--- config.mk ---
export PLATFORM = sky130hd
export DESIGN_NAME = button_event_classifier
export DESIGN_NICKNAME = d
export VERILOG_FILES = /design/src/rtl/btn_evt_pkg.sv /design/src/rtl/button_event_classifier_edge_detect.sv /design/src/rtl/button_event_classifier.sv
export SDC_FILE = /design/constraint.sdc
export NUM_CORES = 1
export LEC_CHECK = 0
export CAP_MARGIN = 25
export CORE_ASPECT_RATIO = 0.75
export CORE_UTILIZATION = 59
export DETAILED_ROUTE_END_ITERATION = 12
export PLACE_DENSITY = 0.75
export SYNTH_ARGS = -nofsm -noshare
export SYNTH_HDL_FRONTEND = slang
export SYNTH_HIERARCHICAL = 1
export SYNTH_SLANG_ARGS = --single-unit
--- constraint.sdc ---
create_clock -name clk -period 3.55 [get_ports clk]
set_input_delay 0.5325 -clock clk [delete_from_list [all_inputs] [get_ports clk]]
set_output_delay 0.5325 -clock clk [all_outputs]
set_load 0.005 [all_outputs]
--- src/rtl/btn_evt_pkg.sv ---
// Shared types and default timing for the button event classifier.
package btn_evt_pkg;
  localparam int CLK_HZ       = 10_000_000;
  localparam int LONG_CNT_DEF = CLK_HZ;            // 1 s hold
  localparam int DBL_CNT_DEF  = CLK_HZ / 10 * 3;   // 300 ms double-click window

  typedef enum logic [2:0] {
    IDLE,
    PRESSED,
    LONG_HELD,
    WAIT_SECOND,
    SECOND_PRESSED
  } btn_state_t;
endpackage

--- src/rtl/button_event_classifier_edge_detect.sv ---
// Registers the previous button level and flags rises/falls; tracks regardless of en.
module edge_detect (
  input  logic clk,
  input  logic rst_,
  input  logic din,
  output logic rise,
  output logic fall
);
  logic din_q;

  always_ff @(posedge clk) begin
    if (rst_) din_q <= 1'b0;
    else      din_q <= din;
  end

  assign rise = din & ~din_q;
  assign fall = ~din & din_q;
endmodule

--- src/rtl/button_event_classifier.sv ---
// Classifies a debounced button level into press/release/click/double/long pulses.
module button_event_classifier
  import btn_evt_pkg::*;
#(
  parameter int LONG_CNT = LONG_CNT_DEF,
  parameter int DBL_CNT  = DBL_CNT_DEF,
  parameter int CNT_W    = 24
) (
  input  logic clk,
  input  logic rst_,
  input  logic en,
  input  logic din,
  output logic press,
  output logic rel,          // falling-edge pulse; "release" is a reserved word
  output logic click,
  output logic dbl_click,
  output logic long_press,
  output logic busy
);
  localparam logic [CNT_W-1:0] LONG_TC = CNT_W'(LONG_CNT - 1);
  localparam logic [CNT_W-1:0] DBL_TC  = CNT_W'(DBL_CNT - 1);

  btn_state_t       state, state_d;
  logic [CNT_W-1:0] cnt;
  logic             rise, fall;
  logic             press_d, rel_d, click_d, dbl_d, long_d;

  edge_detect u_edge (
    .clk  (clk),
    .rst_ (rst_),
    .din  (din),
    .rise (rise),
    .fall (fall)
  );

  // Edges are tested before terminal counts so an edge always wins.
  always_comb begin
    state_d = state;
    press_d = 1'b0;
    rel_d   = 1'b0;
    click_d = 1'b0;
    dbl_d   = 1'b0;
    long_d  = 1'b0;
    if (!en) begin
      state_d = IDLE;
    end else begin
      case (state)
        IDLE: if (rise) begin
          press_d = 1'b1;
          state_d = PRESSED;
        end
        PRESSED: if (fall) begin
          rel_d   = 1'b1;
          state_d = WAIT_SECOND;
        end else if (cnt == LONG_TC) begin
          long_d  = 1'b1;
          state_d = LONG_HELD;
        end
        LONG_HELD: if (fall) begin
          rel_d   = 1'b1;
          state_d = IDLE;
        end
        WAIT_SECOND: if (rise) begin
          press_d = 1'b1;
          state_d = SECOND_PRESSED;
        end else if (cnt == DBL_TC) begin
          click_d = 1'b1;
          state_d = IDLE;
        end
        SECOND_PRESSED: if (fall) begin
          rel_d   = 1'b1;
          dbl_d   = 1'b1;
          state_d = IDLE;
        end else if (cnt == LONG_TC) begin
          long_d  = 1'b1;
          state_d = LONG_HELD;
        end
        default: state_d = IDLE;
      endcase
    end
  end

  always_ff @(posedge clk) begin
    if (rst_) begin
      state      <= IDLE;
      cnt        <= '0;
      press      <= 1'b0;
      rel        <= 1'b0;
      click      <= 1'b0;
      dbl_click  <= 1'b0;
      long_press <= 1'b0;
    end else begin
      state      <= state_d;
      press      <= press_d;
      rel        <= rel_d;
      click      <= click_d;
      dbl_click  <= dbl_d;
      long_press <= long_d;
      if (!en || state_d != state) cnt <= '0;
      else if (cnt != '1)          cnt <= cnt + 1'b1;
    end
  end

  assign busy = (state != IDLE);
endmodule

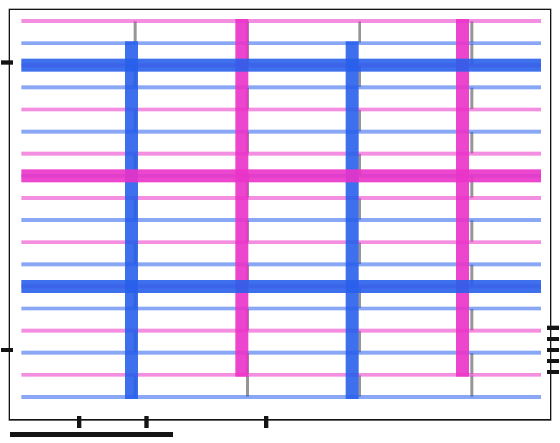
(run_1/floorplan.png)
Bar = 20 um. Pins as bars on the die edge. Tap cells in gray.
Key: VDD = magenta; VSS = blue
The core has 17 rows. 4 straps on met4. 38 tap cells.
core area: 2960 um2
Die X: 66.4 um
die height: 50.3 um
peak supply drop: 0.248 mV

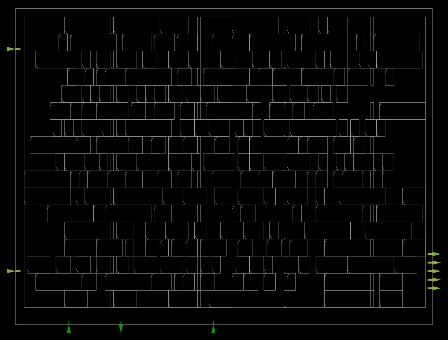
(run_1/placed.png)
fraction of area in registers: 0.329
flip-flops: 33
Finished Core Util: 0.680
Layout Cells excl Fill: 270
tap cells: 38

==> flow_metrics.py, run 1 <==
# Physical implementation metrics
metrics = {
    "outcome": {
        "status": "completed",
    },
    "grt": {
        "grt_pass1_wl_mm": 7.23,
        "grt.busiest_layer": "met2",
        "use_met3": 0.0841,
        "use_met1": 0.387,
        "grt-ovfl-total": 0,
    },
    "setup_path": {
        "crit_required_ns": 3.76,
        "worst-path-stages": 6,
        "path_buffers": 0,
        "endpoint": "cnt[17]",
        "r2r_cells": 6,
        "slowest_stage": "or4_1",
        "slowest_delay_ns": 0.62,
        "cp_top_family": "simple AND/OR/NAND/NOR gates",
        "path_class": "register to register",
        "startpoint": "cnt[17]",
        "cp-end-kind": "register",
        "critPathMaxFanout": 24,
    },
    "synthesis": {
        "synthTopLogicFamily": "simple AND/OR/NAND/NOR gates",
        "ys_sh_adder": 0.00681,
        "synthDistinctLibCells": 48,
        "syn_inst": 226,
        "synth_area_leader_cell": "dfxtp_1",
        "yosysChipArea_um2": 1840,
        "synth_seq_share": 0.360,
        "synthArstFlopShare": 0,
        "yosys-mux-area-fraction": 0.00545,
        "avgSynthCellArea_um2": 8.13,
        "synth-edff-count": 0,
        "xor_area_frac": 0.100,
        "ys_ff": 33,
        "synthMostInstantiatedCell": "dfxtp_1",
        "top_cell_area_share": 0.360,
        "ys_sh_simple": 0.374,
        "ys.flop_type": "dfxtp_1",
        "ys_cells": 226,
        "syn_area_um2": 1840,
    },
    "timing": {
        "final.setup.tns_ns": 0,
        "period_needed_ns": 2.87,
        "rsz0062_at_grt": "false",
        "final.setup.worst_slack_ns": 0.677,
        "finalMaxSlewViolations": 0,
        "max_freq_mhz": 348,
        "fin_crit_sh": 0.809,
        "setup_viol_count_final": 0,
        "slew_headroom": 0.406,
        "hold_violations": 0,
        "holdWs_ns": 0.580,
        "clock_skew_ns": 0.0130,
    },
    "final_layout": {
        "top_register": "cnt",
        "syn2layout_area_growth_pct": 9.40,
        "fill_cells": 269,
        "bufAreaShareNonClock": 0.0486,
        "layout_top_cell": "dfxtp_1",
        "antenna_cells": 0,
        "final_layout_size_suffix_gt1_frac": 0.0647,
        "final-comb-area_um2": 1100,
        "largest_reg_flops": 24,
        "seq_area_um2": 661,
        "area_share_clock_buf_inv": 0.0430,
        "final_area_um2": 2010,
    },
    "route": {
        "viasPerCell": 6.32,
        "drc": 0,
        "ant_nets": 0,
        "drt_iter0_markers": 132,
        "wl_met2_mm": 1.80,
        "wl_met3_um": 367,
        "dr.pass1.iters": 5,
        "wl_met1_mm": 2.07,
    },
    "clock_tree": {
        "cts_buffers": 5,
        "htreeDepth": 2,
        "cts_resized": 0,
        "ctsHoldBuffers": 0,
        "cts-root-buf": "clkbuf_8",
        "tritoncts": "done",
        "clkSlewWorstSetupHoldPaths_ns": 0.07,
        "cts_buffer_depth": 2,
        "cts_setup_buffers": 0,
        "cts.sinks": 33,
    },
    "floorplan": {
        "fp-row-count": 17,
        "fp_util": 0.621,
        "io_pins": 10,
    },
    "min_path": {
        "hold_path.class": "register to register",
        "holdPathStages": 2,
    },
    "power_and_ir_drop": {
        "p_per_area_nw_per_um2": 342,
        "internal_power_mw": 0.540,
        "pwr-share-comb": 0.043,
        "p_comb_mw": 0.0295,
        "total_leakage_power_nw": 0.780,
        "top_power_group": "registers",
        "switching_power_mw": 0.148,
        "sequentialPowerShare": 0.546,
        "pwr.group.clock_mw": 0.283,
        "powerSeq_mw": 0.376,
        "report.power.total_mw": 0.688,
    },
    "placed_design": {
        "hpwl_mm": 3.01,
        "placed_cells": 263,
        "dp_slack_ns": 0.733,
    },
    "job": {
        "cap_violations": 0,
    },
}
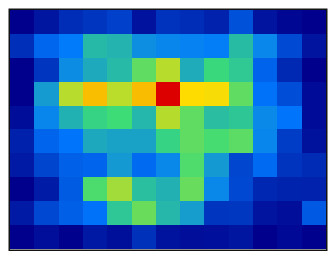
(run_1/route_heat.png)
13 x 10 tiles, from dark blue (low) to red (high), scaled to the fullest tile. Values are wire area over tile area, all layers added.
The emptiest ninth of the die: south-east. 16% of the tiles are over half the peak. The mean over all tiles is 0.21. 9.2% of the tiles are nearly empty. The fullest tile reaches 0.82. The densest ninth of the die: center.
overall routing resource usage: 0.292
Post-Route WL: 4.28 mm
vias: 1707
drt wl/cell: 15.9 um

==> run_1/port_trees.png <==
Bar = 20 um.
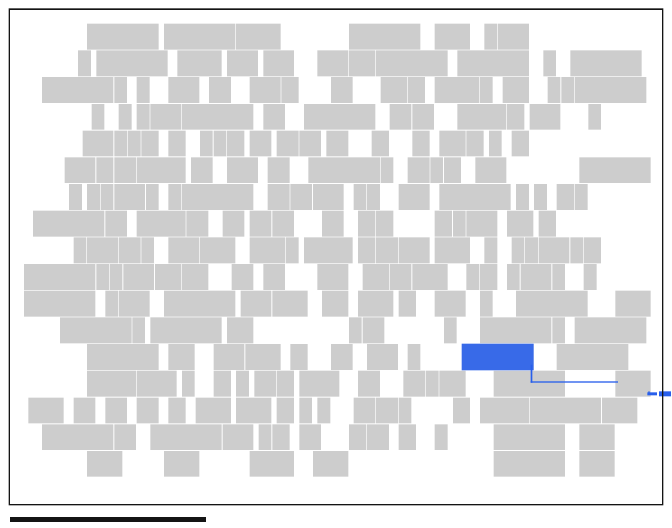

==> run 1 -> run 2 <==
Clock period 3.55 ns to 2.9 ns, I/O delays scaled along.
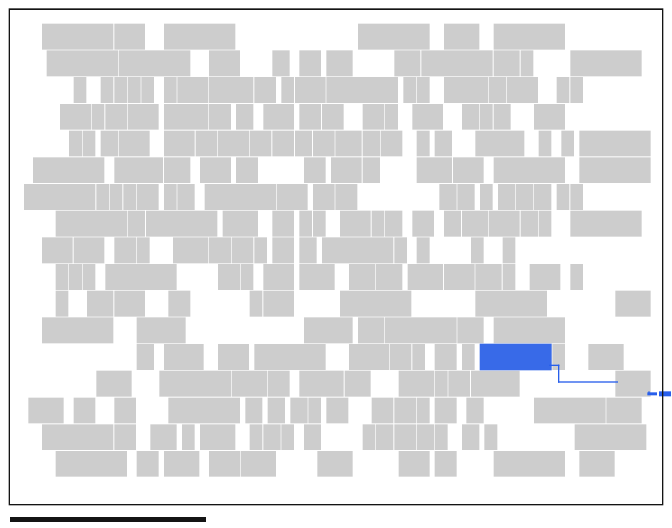
(run_2/port_trees.png)
Bar = 20 um.
Key: click = blue [direction output, edge east, end cells 1, buffers 1, wire 9.50 um]

==> run 2 against run 1 <==
Total power up 18%. Clock power up about 10%. First-iteration DRC count is 0.76% lower. Clock skew shrank 0.0062 ns. Critical path depth fell by 1. Sequential cell count stayed put. Die size is the same. Critical path type unchanged.
==> flow_metrics.py, run 2 <==
# Physical implementation metrics
metrics = {
    "clock_tree": {
        "htreeDepth": 2,
        "tritoncts": "done",
        "cts_resized": 0,
        "ctsHoldBuffers": 0,
        "cts-root-buf": "clkbuf_8",
        "cts_setup_buffers": 0,
        "clkSlewWorstSetupHoldPaths_ns": 0.07,
        "cts_buffer_depth": 2,
        "cts.sinks": 33,
    },
    "final_layout": {
        "final-comb-area_um2": 1100,
        "area_share_clock_buf_inv": 0.0363,
        "final_layout_size_suffix_gt1_frac": 0.0769,
        "final_area_um2": 2030,
        "seq_cells": 33,
        "fill_cells": 242,
        "seq-cell-share": 0.325,
        "layout_top_cell": "dfxtp_1",
        "seq_area_um2": 661,
        "fin_cells": 272,
        "largest_reg_flops": 24,
        "top_register": "cnt",
        "bufAreaShareNonClock": 0.0653,
        "syn2layout_area_growth_pct": 10.6,
        "postLayoutCoreUtil": 0.687,
    },
    "power_and_ir_drop": {
        "pwr-share-comb": 0.045,
        "total_leakage_power_nw": 0.795,
        "internal_power_mw": 0.630,
        "switching_power_mw": 0.178,
        "sequentialPowerShare": 0.569,
        "p_comb_mw": 0.0363,
        "p_per_area_nw_per_um2": 398,
        "report.power.total_mw": 0.809,
        "pwr.group.clock_mw": 0.312,
    },
    "synthesis": {
        "synth_area_leader_cell": "dfxtp_1",
        "synthTopLogicFamily": "simple AND/OR/NAND/NOR gates",
        "synthArstFlopShare": 0,
        "ys_sh_adder": 0.00681,
        "top_cell_area_share": 0.360,
        "synth_seq_share": 0.360,
        "ys.flop_type": "dfxtp_1",
        "syn_area_um2": 1840,
        "yosysChipArea_um2": 1840,
        "synthMostInstantiatedCell": "dfxtp_1",
        "ys_sh_simple": 0.374,
        "xor_area_frac": 0.100,
        "yosys-mux-area-fraction": 0.00545,
        "syn_inst": 226,
        "avgSynthCellArea_um2": 8.13,
    },
    "floorplan": {
        "chipHeight_um": 50.3,
        "fp.dieW_um": 66.4,
        "fp_util": 0.621,
        "taps": 38,
        "core_area_um2": 2960,
    },
    "placed_design": {
        "hpwl_mm": 3.07,
        "placed_cells": 266,
        "dp_slack_ns": 0.184,
    },
    "setup_path": {
        "worst-path-stages": 5,
        "path_buffers": 0,
        "cp-end-kind": "register",
        "critPathMaxFanout": 24,
        "startpoint": "cnt[11]",
        "cp_top_family": "simple AND/OR/NAND/NOR gates",
        "slowest_delay_ns": 0.63,
        "path_class": "register to register",
        "r2r_cells": 5,
    },
    "timing": {
        "max_freq_mhz": 366,
        "rsz0062_at_grt": "false",
        "slew_headroom": 0.408,
        "fin_crit_sh": 0.942,
        "final.setup.tns_ns": 0,
        "setup_viol_count_final": 0,
        "hold_violations": 0,
        "finalMaxSlewViolations": 0,
    },
    "min_path": {
        "holdPathStages": 2,
        "hold_path.class": "register to register",
    },
    "outcome": {
        "status": "completed",
    },
    "grt": {
        "grt_pass1_wl_mm": 7.36,
        "grtUsageTotal": 0.296,
        "grt-ovfl-total": 0,
        "grt.busiest_layer": "met1",
        "use_met3": 0.0705,
    },
    "route": {
        "ant_nets": 0,
        "drc": 0,
        "dr.pass1.iters": 4,
        "wl_met3_um": 345,
        "wl_mm": 4.30,
        "wire_per_inst_um": 15.8,
        "wl_met2_mm": 1.73,
        "viasPerCell": 6.28,
    },
    "job": {
        "cap_violations": 0,
    },
}
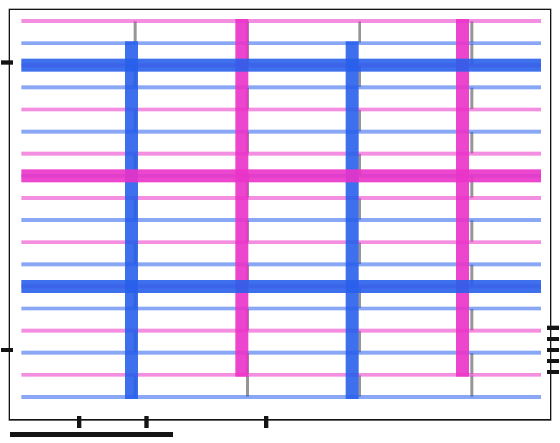
(run_2/floorplan.png)
Bar = 20 um. Pins as bars on the die edge. Tap cells in gray.
Key: VDD = magenta; VSS = blue
38 tap cells. 18 met1 rails follow the rows. The core has 17 rows. 3 straps on met5.

Power is estimated from default activity; no workload was simulated.
